`src/rtl/scores_ram_ctrl_if.sv`:
```
// Bus between the scores RAM controller and its clients: compute-engine writes,
// traceback reads, boundary-init control and the registered RAM port signals.
interface scores_ram_ctrl_if #(
  parameter int ADDR_W = 15
);
  logic              start;
  logic              ins_req;
  logic [7:0]        ins_i;
  logic [7:0]        ins_j;
  logic signed [8:0] ins_val;
  logic              ins_ack;
  logic              rd_req;
  logic [7:0]        rd_i;
  logic [7:0]        rd_j;
  logic              rd_ack;
  logic              rd_valid;
  logic              en_din;
  logic              we;
  logic [8:0]        din;
  logic [ADDR_W-1:0] addr_din;
  logic              en_dout;
  logic [ADDR_W-1:0] addr_dout;
  logic              init_done;
  logic              err;

  modport slave (
    input  start, ins_req, ins_i, ins_j, ins_val, rd_req, rd_i, rd_j,
    output ins_ack, rd_ack, rd_valid, en_din, we, din, addr_din,
           en_dout, addr_dout, init_done, err
  );

  modport master (
    output start, ins_req, ins_i, ins_j, ins_val, rd_req, rd_i, rd_j,
    input  ins_ack, rd_ack, rd_valid, en_din, we, din, addr_din,
           en_dout, addr_dout, init_done, err
  );
endinterface

```
`src/rtl/scores_ram_ctrl.sv`:
```
// Score-matrix RAM controller: writes the gap-penalty boundary row/column,
// then arbitrates compute-engine writes and traceback reads onto the RAM ports.
module scores_ram_ctrl #(
  parameter int N      = 128,
  parameter int ADDR_W = $clog2((N + 1) * (N + 1)),
  parameter int GAP    = 1
) (
  input logic             clk,
  input logic             rst,
  scores_ram_ctrl_if.slave bus
);
  localparam int             K_W    = $clog2(N + 1) + 1;
  localparam logic [K_W-1:0] K_LAST = K_W'(N);
  localparam logic [8:0]     N_L    = 9'(N);

  typedef enum logic [1:0] {IDLE, INIT_ROW, INIT_COL, READY} state_t;

  state_t            state, state_next;
  logic [K_W-1:0]    k, k_next, k_inc;
  logic              stall, stall_next;
  logic              en_din_next, we_next, en_dout_next, rd_valid_next;
  logic              init_done_next, err_next;
  logic [8:0]        din_next;
  logic [ADDR_W-1:0] addr_din_next, addr_dout_next;
  logic [ADDR_W-1:0] ins_addr, rd_addr;
  logic              ready, ins_in_range, rd_in_range, hazard;

  function automatic logic [ADDR_W-1:0] cell_addr(input logic [7:0] i, input logic [7:0] j);
    return ADDR_W'(32'(i) * (N + 1) + 32'(j));
  endfunction

  // Boundary score -k*GAP, clamped to the most negative 9-bit value.
  function automatic logic [8:0] gap_score(input logic [K_W-1:0] kk);
    int p;
    p = int'(kk) * GAP;
    if (p >= 256) return 9'h100;
    return 9'(-p);
  endfunction

  assign k_inc        = k + 1'b1;
  assign ready        = (state == READY) && !rst;
  assign ins_in_range = (bus.ins_i != 8'd0) && ({1'b0, bus.ins_i} <= N_L) &&
                        (bus.ins_j != 8'd0) && ({1'b0, bus.ins_j} <= N_L);
  assign rd_in_range  = ({1'b0, bus.rd_i} <= N_L) && ({1'b0, bus.rd_j} <= N_L);
  assign ins_addr     = cell_addr(bus.ins_i, bus.ins_j);
  assign rd_addr      = cell_addr(bus.rd_i, bus.rd_j);

  // A restart owns the write port, so a write arriving with start waits for READY again.
  assign bus.ins_ack  = bus.ins_req && ready && !bus.start && ins_in_range;
  assign hazard       = bus.ins_ack && (rd_addr == ins_addr) && !stall;
  assign bus.rd_ack   = bus.rd_req && ready && rd_in_range && !hazard;

  always_comb begin
    state_next     = state;
    k_next         = k;
    stall_next     = 1'b0;
    en_din_next    = 1'b0;
    we_next        = 1'b0;
    din_next       = bus.din;
    addr_din_next  = bus.addr_din;
    en_dout_next   = bus.rd_ack;
    addr_dout_next = bus.rd_ack ? rd_addr : bus.addr_dout;
    rd_valid_next  = bus.en_dout;
    err_next       = 1'b0;

    case (state)
      IDLE: begin
        if (bus.start) begin
          state_next    = INIT_ROW;
          k_next        = '0;
          en_din_next   = 1'b1;
          we_next       = 1'b1;
          addr_din_next = '0;
          din_next      = 9'd0;
        end
      end
      INIT_ROW: begin
        en_din_next = 1'b1;
        we_next     = 1'b1;
        if (k == K_LAST) begin
          state_next    = INIT_COL;
          k_next        = K_W'(1);
          addr_din_next = cell_addr(8'd1, 8'd0);
          din_next      = gap_score(K_W'(1));
        end else begin
          k_next        = k_inc;
          addr_din_next = cell_addr(8'd0, 8'(k_inc));
          din_next      = gap_score(k_inc);
        end
      end
      INIT_COL: begin
        if (k == K_LAST) begin
          state_next = READY;
        end else begin
          k_next        = k_inc;
          en_din_next   = 1'b1;
          we_next       = 1'b1;
          addr_din_next = cell_addr(8'(k_inc), 8'd0);
          din_next      = gap_score(k_inc);
        end
      end
      READY: begin
        err_next = (bus.ins_req && !ins_in_range) || (bus.rd_req && !rd_in_range);
        if (bus.start) begin
          state_next    = INIT_ROW;
          k_next        = '0;
          en_din_next   = 1'b1;
          we_next       = 1'b1;
          addr_din_next = '0;
          din_next      = 9'd0;
        end else if (bus.ins_ack) begin
          en_din_next   = 1'b1;
          we_next       = 1'b1;
          addr_din_next = ins_addr;
          din_next      = bus.ins_val;
        end
        stall_next = bus.rd_req && rd_in_range && hazard;
      end
      default: state_next = IDLE;
    endcase

    init_done_next = (state_next == READY);
  end

  always_ff @(posedge clk) begin
    if (rst) begin
      state         <= IDLE;
      k             <= '0;
      stall         <= 1'b0;
      bus.en_din    <= 1'b0;
      bus.we        <= 1'b0;
      bus.din       <= '0;
      bus.addr_din  <= '0;
      bus.en_dout   <= 1'b0;
      bus.addr_dout <= '0;
      bus.rd_valid  <= 1'b0;
      bus.init_done <= 1'b0;
      bus.err       <= 1'b0;
    end else begin
      state         <= state_next;
      k             <= k_next;
      stall         <= stall_next;
      bus.en_din    <= en_din_next;
      bus.we        <= we_next;
      bus.din       <= din_next;
      bus.addr_din  <= addr_din_next;
      bus.en_dout   <= en_dout_next;
      bus.addr_dout <= addr_dout_next;
      bus.rd_valid  <= rd_valid_next;
      bus.init_done <= init_done_next;
      bus.err       <= err_next;
    end
  end
endmodule
```
`src/flat_wrapper.sv`:
```
// flat-port wrapper written by rule: the top's interface ports become plain ports
module scores_ram_ctrl_flat 
#(
  parameter int N      = 128,
  parameter int ADDR_W = $clog2((N + 1) * (N + 1)),
  parameter int GAP    = 1
)
  (clk, rst, bus_start, bus_ins_req, bus_ins_i, bus_ins_j, bus_ins_val, bus_rd_req, bus_rd_i, bus_rd_j, bus_ins_ack, bus_rd_ack, bus_rd_valid, bus_en_din, bus_we, bus_din, bus_addr_din, bus_en_dout, bus_addr_dout, bus_init_done, bus_err);
  scores_ram_ctrl_if #(.ADDR_W(ADDR_W)) bus_i ();
  input logic clk;
  input logic rst;
  input wire logic [$bits(bus_i.start)-1:0] bus_start;
  input wire logic [$bits(bus_i.ins_req)-1:0] bus_ins_req;
  input wire logic [$bits(bus_i.ins_i)-1:0] bus_ins_i;
  input wire logic [$bits(bus_i.ins_j)-1:0] bus_ins_j;
  input wire logic [$bits(bus_i.ins_val)-1:0] bus_ins_val;
  input wire logic [$bits(bus_i.rd_req)-1:0] bus_rd_req;
  input wire logic [$bits(bus_i.rd_i)-1:0] bus_rd_i;
  input wire logic [$bits(bus_i.rd_j)-1:0] bus_rd_j;
  output wire logic [$bits(bus_i.ins_ack)-1:0] bus_ins_ack;
  output wire logic [$bits(bus_i.rd_ack)-1:0] bus_rd_ack;
  output wire logic [$bits(bus_i.rd_valid)-1:0] bus_rd_valid;
  output wire logic [$bits(bus_i.en_din)-1:0] bus_en_din;
  output wire logic [$bits(bus_i.we)-1:0] bus_we;
  output wire logic [$bits(bus_i.din)-1:0] bus_din;
  output wire logic [$bits(bus_i.addr_din)-1:0] bus_addr_din;
  output wire logic [$bits(bus_i.en_dout)-1:0] bus_en_dout;
  output wire logic [$bits(bus_i.addr_dout)-1:0] bus_addr_dout;
  output wire logic [$bits(bus_i.init_done)-1:0] bus_init_done;
  output wire logic [$bits(bus_i.err)-1:0] bus_err;
  assign bus_i.start = bus_start;
  assign bus_i.ins_req = bus_ins_req;
  assign bus_i.ins_i = bus_ins_i;
  assign bus_i.ins_j = bus_ins_j;
  assign bus_i.ins_val = bus_ins_val;
  assign bus_i.rd_req = bus_rd_req;
  assign bus_i.rd_i = bus_rd_i;
  assign bus_i.rd_j = bus_rd_j;
  assign bus_ins_ack = bus_i.ins_ack;
  assign bus_rd_ack = bus_i.rd_ack;
  assign bus_rd_valid = bus_i.rd_valid;
  assign bus_en_din = bus_i.en_din;
  assign bus_we = bus_i.we;
  assign bus_din = bus_i.din;
  assign bus_addr_din = bus_i.addr_din;
  assign bus_en_dout = bus_i.en_dout;
  assign bus_addr_dout = bus_i.addr_dout;
  assign bus_init_done = bus_i.init_done;
  assign bus_err = bus_i.err;
  scores_ram_ctrl #(.N(N), .ADDR_W(ADDR_W), .GAP(GAP)) u_core (.clk(clk), .rst(rst), .bus(bus_i));
endmodule
```
`config.mk`:
```
export PLATFORM = sky130hd
export DESIGN_NAME = scores_ram_ctrl_flat
export DESIGN_NICKNAME = d
export VERILOG_FILES = /design/src/rtl/scores_ram_ctrl_if.sv /design/src/rtl/scores_ram_ctrl.sv /design/src/flat_wrapper.sv
export SDC_FILE = /design/constraint.sdc
export NUM_CORES = 1
export LEC_CHECK = 0
export CORE_MARGIN = 4
export CORE_UTILIZATION = 40
export DETAILED_ROUTE_END_ITERATION = 16
export MAX_ROUTING_LAYER = met4
export PLACE_DENSITY_LB_ADDON = 0.2
export SKIP_LAST_GASP = 1
export SLEW_MARGIN = 25
export SYNTH_ARGS = -nofsm -noshare
export SYNTH_HDL_FRONTEND = slang
export SYNTH_SLANG_ARGS = --single-unit
```
`constraint.sdc`:
```
create_clock -name clk -period 4.5 [get_ports clk]
set_clock_uncertainty 0.1 [all_clocks]
set_input_delay 0.45 -clock clk [delete_from_list [all_inputs] [get_ports clk]]
set_output_delay 0.45 -clock clk [all_outputs]
set_load 0.02 [all_outputs]
```
==> GITHUB_STEP_SUMMARY, run 1 <==
## Synthesis and layout report

| Metric | Value |
|---|---|
| Most frequent CP cell | ha_4 |
| Clk Latency, worst-skew pair | 0.31 ns |
| Tot GR Track Use | 22.5% |
| CP Buf/Inv Count | 4 |
| Synth cell types | 59 |
| Peak supply drop | 0.190 mV |
| Final #Nets | 883 |
| Placed cell area | 6510 sq um |
| Antenna-violating nets left | 0 |
| Ys flop type | dfxtp_1 |
| Log Warnings | 31 |
| Setup TNS | 0 ns |
| Initial antenna violation count | 0 |
| Port bufs | 92 |
| Final period util | 97.5% |
| Post-Syn Area | 4880 sq um |
| Data required time of the critical path | 3.95 ns |
| Chip area | 14000 sq um |
| Horiz. Die Dim | 118 um |
| First-pass GRT wire length | 25500 um |
| Aoi share | 18.8% |
| CP Launch Type | primary input |
| Final global-route overflow total | 0 |
| Mux frac, synth | 3.36% |
| Floorplan Nets | 707 |
| Final setup viols | 0 |
| Ys cells | 582 |
| Ys async rst share | 0% |
| Worst EP arrival | 3.84 ns |
| Crit-path slowest cell | fa_1 |
| Via density | 5.59 |
| Routed len/inst | 17.4 um |
| Floorplan utilization | 40.8% |
| # DRC | 0 |
| Die height | 118 um |
| Clock Sinks | 56 |
| Simple Share, Synth | 22.1% |
| # rows | 40 |
| Main logic family after synthesis | simple AND/OR/NAND/NOR gates |
| Vias in the first global route | 5113 |
| # IOs | 93 |
| H-Tree Depth | 2 |
| CTS tree | built |
| Leakage Power | 3.00 nW |
| Synthesized area per cell | 8.38 sq um |
| CP cell instances | clkbuf_2 -> ha_4 -> ha_4 -> ha_4 -> fa_1 -> ha_4 -> buf_4 -> and3_4 -> a221o_1 -> a31o_4 -> and3_4 -> a211oi_4 -> o2111ai_4 -> o21bai_4 -> inv_2 -> buf_6 |
| Inst Count DP | 881 |
| Xor/xnor share | 7.36% |
| CTS root buffer | clkbuf_16 |
| Syn-to-layout area delta | 49.0% |
| YS chip area | 4880 sq um |
| Pwr Density | 314 nW/um^2 |
| Clock-pin slew on the worst setup and hold paths | 0.08 ns |
| Register area share after synthesis | 23.0% |
| Critical Path Sink Type | primary output |
| Overall power | 2.28 mW |
| Top Family by Delay on Critical Path | adder cells |
| Most frequent cells in the layout | 103 x buf_4, 62 x clkdlybuf4s50_1, 56 x dfxtp_1 |
| Worst-path fanout max | 5 |
| Crit path largest cell delay | 0.57 ns |
| Slew Limit Fails | 0 |
| Final hold violation count | 0 |
| Logic area | 4080 sq um |
| Adder share | 20.9% |
| Inserted Clock Buffers | 5 |
| Diode count | 0 |
| Cts hold-fix bufs | 0 |
| Dpl hpwl | 11900 um |
| Tmin final | 4.39 ns |
| Post-Synthesis Cells | 582 |
| Status | complete, no violations |
| Seq cells post-synth | 56 |
-- run 1: registers in the layout (all words and copies together), names as in the netlist, 2 cells and up --
name,flops
u_core.k,9
u_core.bus.addr_dout,15
u_core.bus.addr_din,15
u_core.state,2
u_core.bus.din,9
-- run 1: cell usage after synthesis, types with 3 or more instances --
master,count,area [sq um]
a211oi_1,11,82.6
a21o_1,8,60.1
a21oi_1,50,250
a221o_1,3,30.0
a221oi_1,7,61.3
a22oi_1,15,113
a31oi_1,4,25.0
and3_1,7,43.8
buf_2,5,25.0
clkbuf_1,18,67.6
dfxtp_1,56,1120
fa_1,4,80.1
ha_1,75,938
inv_1,21,78.8
mux2_2,7,78.8
mux2i_1,7,70.1
nand2_1,29,109
nand2b_1,17,106
nand3_1,17,85.1
nand3b_1,4,30.0
nor2_1,41,154
nor2b_1,14,87.6
nor3_1,27,135
nor3b_1,6,45.0
nor4_1,8,50.1
o2111ai_1,3,26.3
o21ai_0,23,115
o21bai_1,3,22.5
or3_1,13,81.3
or3b_2,4,35.0
xnor2_1,18,158
xor2_1,23,201
-- run 1: power breakdown --
part / leakage, nW / internal (mW) / total, mW / switching, mW
Clock: 0.0663 / 0.206 / 0.401 / 0.195
Sequential: 0.452 / 0.529 / 0.555 / 0.0261
Combinational: 2.49 / 0.626 / 1.33 / 0.702
-- run 1: worst paths after layout --
kind              cells after the start               from                 endpoint  slack [ns]
setup / recovery                     16        bus_rd_j[7]               bus_rd_ack        0.11
hold / removal                        2  u_core.bus.din[6]        u_core.bus.din[6]        0.35
setup reg to reg                     10    u_core.state[0]  u_core.bus.addr_dout[3]        1.13
hold reg to reg                       2  u_core.bus.din[6]        u_core.bus.din[6]        0.35
-- run 1: tightest hold or removal path, stage by stage (launching register included) --
cell	delay, ns
dfxtp_1	0.31
nand2_1	0.05
a21oi_1	0.05
-- run 1: logic make-up after synthesis --
| logic type | Yosys count |
|---|---|
| and+or+nand+nor | 201 |
| muxes | 15 |
| DFF | 56 |
| buffers and inverters | 50 |
| xor gates and xnor gates | 41 |
| adders and majority gates | 79 |
| AOI/OAI and AO/OA | 140 |
-- run 1: stage by stage --
step                utilization [%]  hold WS (ns)  worst slack (ns)
floorplan                         -         0.375           0.00486
global route                   60.8         0.374           -0.0350
global placement               54.4         0.341            -0.808
finish                         60.8         0.350             0.112
CTS                            59.1         0.355          0.000322
detailed placement             54.4         0.345            -0.840
-- run 1: timing repair --
action	4_1_cts	5_1_grt
resized	108	45
endpoints found under the setup margin	16	9
setup buffers	11	6
gates cloned	0	0
pin swaps	40	29
-- run 1: area by class of cell --
class | count | area share (%)
multi-input combinational | 476 | 56.1
timing repair buffer | 197 | 22.8
inverter | 22 | 1.14
sequential | 56 | 15.4
clock inverter | 2 | 0.224
clock buffer | 5 | 1.72
tap | 147 | 2.53
-- run 1: routing by layer --
layer  share of wire (%)  vias to the layer above  global-route usage [%]
met2                  47                      164                    35.5
met1                  46                     2389                    29.9
li1                    -                     2486                       -
met5                   0                        -                       -
met3                 5.6                       23                    3.64
met4                 2.0                        0                    6.59
Figure 1. Selected gate families (run 1).
The bar under the picture is 20 um long.
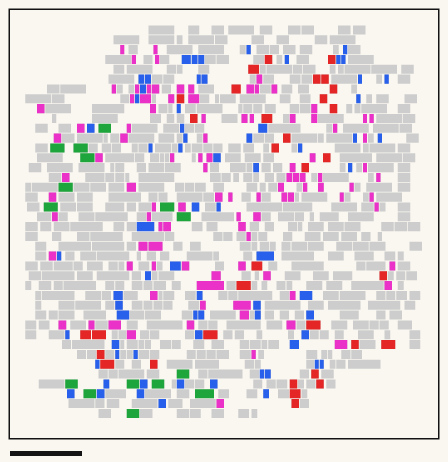
| colour | family | cells |
|---|---|---|
| blue | nand cells | 69 |
| red | and/or cells | 33 |
| green | mux cells | 15 |
| magenta | nor cells | 99 |

Figure 2. Placed standard cells (run 1).
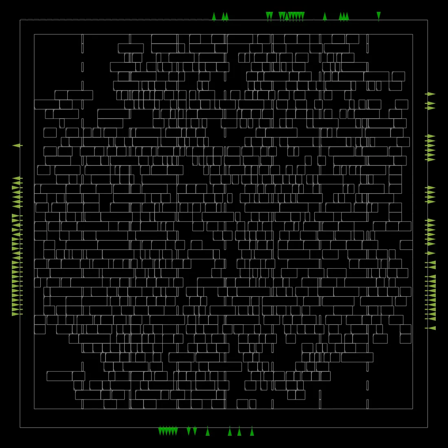
flop count: 56
final core occ: 60.8%
Seq/total area: 15.4%
Layout Cells excl Fill: 905
# fillers: 1077

Figure 3. Signal metal coverage by tile (run 1).
24 x 24 tiles, from black (low) to pale yellow (high), scaled to the fullest tile. Values are wire area over tile area, all layers added.
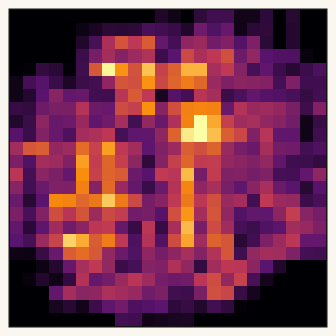
fullest tile: 0.59
emptiest ninth of the die: top left
densest ninth of the die: middle
tiles over half the peak: 19%
mean over tiles: 0.18

==> run 2: changes to the inputs <==
- ABC_AREA: not set -> 1
Figure 4. Signal metal coverage by tile (run 2).
25 x 25 tiles, from black (low) to pale yellow (high), scaled to the fullest tile. Values are wire area over tile area, all layers added.
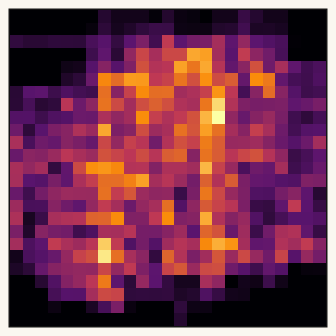
nearly empty tiles: 16%
tiles over half the peak: 20%
emptiest ninth of the die: top left
fullest tile: 0.53
densest ninth of the die: middle
mean over tiles: 0.16

==> GITHUB_STEP_SUMMARY, run 2 <==
## Synthesis and layout report

| Metric | Value |
|---|---|
| Final setup viols | 0 (unchanged) |
| First-pass GRT wire length | 25800 um (+1.3%) |
| Initial antenna violation count | 0 (unchanged) |
| Clock Sinks | 56 (unchanged) |
| CORE AREA | 12900 sq um |
| # IOs | 93 (unchanged) |
| Post-Synthesis Cells | 869 (+49%) |
| Inst Count DP | 1177 (+34%) |
| CP cell instances | clkdlybuf4s50_1 -> ha_1 -> ha_1 -> ha_2 -> fa_1 -> ha_4 -> buf_4 -> nand2_1 -> nor2_1 -> nand2_1 -> nand2_2 -> buf_4 -> nand3_1 -> nand2_1 -> nand2_1 -> nand2_1 -> nor2_2 -> nand3_4 -> nand2_4 -> inv_2 -> buf_2 |
| Diode count | 0 (unchanged) |
| Log Warnings | 31 (unchanged) |
| Most frequent CP cell | nand2_1 |
| Share of the synthesized area in the top cell type | 22.0% (-0.96 points) |
| Worst EP arrival | 3.74 ns (-0.10 ns) |
| Max-Cap Viols | 0 |
| Antenna-violating nets left | 0 (unchanged) |
| CTS tree | built |
| Iteration tally of the first detailed-router pass | 5 |
| Clock-pin slew on the worst setup and hold paths | 0.07 ns (about the same) |
| Critical Path Sink Type | primary output |
| Peak Freq | 0.233 GHz |
| Crit path largest cell delay | 0.59 ns (+0.02 ns) |
| Cell area leaders | nand2_1 22%, dfxtp_1 21%, ha_1 18% |
| Seq cells post-synth | 56 (unchanged) |
| Setup CP Type | primary input to primary output |
| Final #Nets | 1139 (+29%) |
| Final wirelength | 15700 um |
| Share of layout cells above drive strength 1 | 12.5% |
| Final core occ | 55.5% (-5.2 points) |
| Drt initial violations | 521 |
| Commonest Layout Cell | nand2_1 |
| Tmin final | 4.29 ns (-0.0970 ns) |
| Inserted Clock Buffers | 5 (unchanged) |
| Floorplan Nets | 994 (+41%) |
| Layout Cells excl Fill | 1187 (+31%) |
| Via density | 4.93 (-12%) |
| Slew Limit Fails | 0 (unchanged) |
| Ys flop type | dfxtp_1 |
| Clk Latency, worst-skew pair | 0.30 ns (about the same) |
| Largest net degree at the start of global routing | 37 |
| CTS root buffer | clkbuf_16 |
| Worst-margin pin slew | 0.959 ns |
| Overall power | 2.21 mW (-3.2%) |
| Status | complete, no violations |
| Cts hold-fix bufs | 0 (unchanged) |
| Synth Warn # | 0 |
| Pwr Density | 309 nW/um^2 (-1.6%) |
| Most frequent cells in the layout | 308 x nand2_1, 106 x inv_1, 87 x clkdlybuf4s50_1 |
| Count leader, synth | nand2_1 |
| Synthesized area per cell | 6.16 sq um (-27%) |
| Final period util | 95.3% (-2.2 points) |
| Final hold violation count | 0 (unchanged) |
| Leakage Power | 3.55 nW (+18%) |
| Rel. slew slack | 36.0% |
| # DRC | 0 (unchanged) |
| Ys cells | 869 (+49%) |
| Crit-path slowest cell | fa_1 |
| HP Class | flip-flop to flip-flop |
| Horiz. Die Dim | 124 um (+4.4%) |
| Biggest regs | u_core.bus.addr_din: 15 flops, u_core.bus.addr_dout: 15 flops |
| Clk buf depth | 2 |
| YS chip area | 5350 sq um (+9.7%) |
| Logic area | 3810 sq um (-6.6%) |
| Length of routed met2 wiring | 6510 um (-12%) |
| # fillers | 1289 (+20%) |
| Syn-to-layout area delta | 33.6% |
| Design Area, Final | 7150 sq um |
| Die height | 124 um (+4.4%) |
| Tot GR Track Use | 21.7% (-0.82 points) |
| Placed cell area | 6850 sq um (+5.2%) |
| Ys async rst share | 0% (unchanged) |
| Reg area | 1120 sq um |
| Post-Syn Area | 5350 sq um (+9.7%) |
| H-Tree Depth | 2 (unchanged) |
| Post-synth top area cell | nand2_1 |
| Floorplan utilization | 41.6% (+0.79 points) |
| CP Launch Type | primary input |
| Routed len/inst | 13.2 um (-24%) |
| # rows | 41 (+2.5%) |
| Chip area | 15300 sq um (+9.1%) |
| Final Hold Slack | 0.339 ns (-0.0112 ns) |
| Met1 WL | 8040 um (+12%) |
| Peak supply drop | 0.235 mV (+24%) |
| Highest routed metal layer | met4 |
| Register area share after synthesis | 21.0% (-2.0 points) |
| EDFF count, synth | 0 |
| Final global-route overflow total | 0 (unchanged) |
| Met3 wire length | 968 um (+11%) |
| Worst-path fanout max | 4 (-1) |
| Via count | 5851 |
| Post-synth top cells | 314 x nand2_1, 107 x inv_1, 79 x nor2_1, 75 x ha_1, 74 x nand3_1 |
| RePlAce Congestion | 0.917 |
| Dpl hpwl | 12800 um (+7.5%) |
| Synth cell types | 42 (-29%) |
| Vias in the first global route | 5427 (+6.1%) |
| Port bufs | 92 (unchanged) |
| Data required time of the critical path | 3.95 ns (about the same) |
==> run 2: netlist changes by cell type after synthesis, moves of 17 or more <==
| cell | before | now |
|---|---|---|
| inv_1 | 21 | 107 |
| nand2_1 | 29 | 314 |
| nand2b_1 | 17 | 0 |
| nand3_1 | 17 | 74 |
| nor2_1 | 41 | 79 |
| nor3_1 | 27 | 5 |
| xnor2_1 | 18 | 1 |
| xor2_1 | 23 | 2 |
==> run 2: layer usage <==
metal  up-vias  global-route usage [%]
met3        15                    2.59
met1      2576                    31.8
met2       179                    32.1
met4         0                    4.78
li1       3081                       -
met5         -                       -
==> run 2: kinds of logic (layout without fill, tap and decap cells) <==
| kind of cell | after synthesis | in the layout | share of synthesized area (%) |
|---|---|---|---|
| and+or+nand+nor | 518 | 518 | 41.1 |
| buffers and inverters | 129 | 275 | 9.66 |
| AOI/OAI and AO/OA | 84 | 84 | 8.79 |
| adders and majority gates | 79 | 79 | 19.0 |
| DFF | 56 | 56 | 21.0 |
| xor gates and xnor gates | 3 | 3 | 0.491 |
==> run 2: layout make-up <==
class | instances | area share, %
Clock inverter | 1 | 0.420
Inverter | 112 | 5.88
Multi-Input combinational cell | 684 | 53.3
Timing Repair Buffer | 155 | 19.6
Sequential cell | 56 | 15.7
Tap cell | 172 | 3.01
Clock buffer | 7 | 2.14
==> run 2: power by group <==
part | leakage, nW | internal [mW] | switching [mW]
clock | 0.0901 | 0.294 | 0.184
combinational | 3.01 | 0.474 | 0.698
sequential | 0.452 | 0.534 | 0.0278
total | 3.55 | 1.30 | 0.909
==> run 2: final timing paths <==
check                startpoint                   to  slack (ns)  cells past startpoint
min          u_core.bus.en_dout  u_core.bus.rd_valid        0.34                      2
max                bus_ins_j[6]           bus_rd_ack        0.21                     21
max reg2reg     u_core.state[1]    u_core.bus.din[0]        1.42                     10
min reg2reg  u_core.bus.en_dout  u_core.bus.rd_valid        0.34                      2
==> run 2: critical path: cells and delay by family <==
kind          cells  cell delay (ns)
buf+inv           5             0.90
simple gates     11             0.92
fa+ha+maj         5             1.48
==> run 2: per-stage QoR <==
stage | setup TNS (ns) | setup WS [ns]
after floorplan | 0 | 0.679
after global placement | -0.245 | -0.245
after detailed placement | -0.301 | -0.301
after CTS | 0 | 0.0253
after global routing | -0.0203 | -0.0203
final | 0 | 0.209
==> run 2: timing repair <==
item | CTS | global route
setup endpoints to repair | 1 | 1
gates resized | 6 | 22
pin swaps | 2 | 11
buffers inserted | 0 | 2
Power and IR drop assume default switching activity.
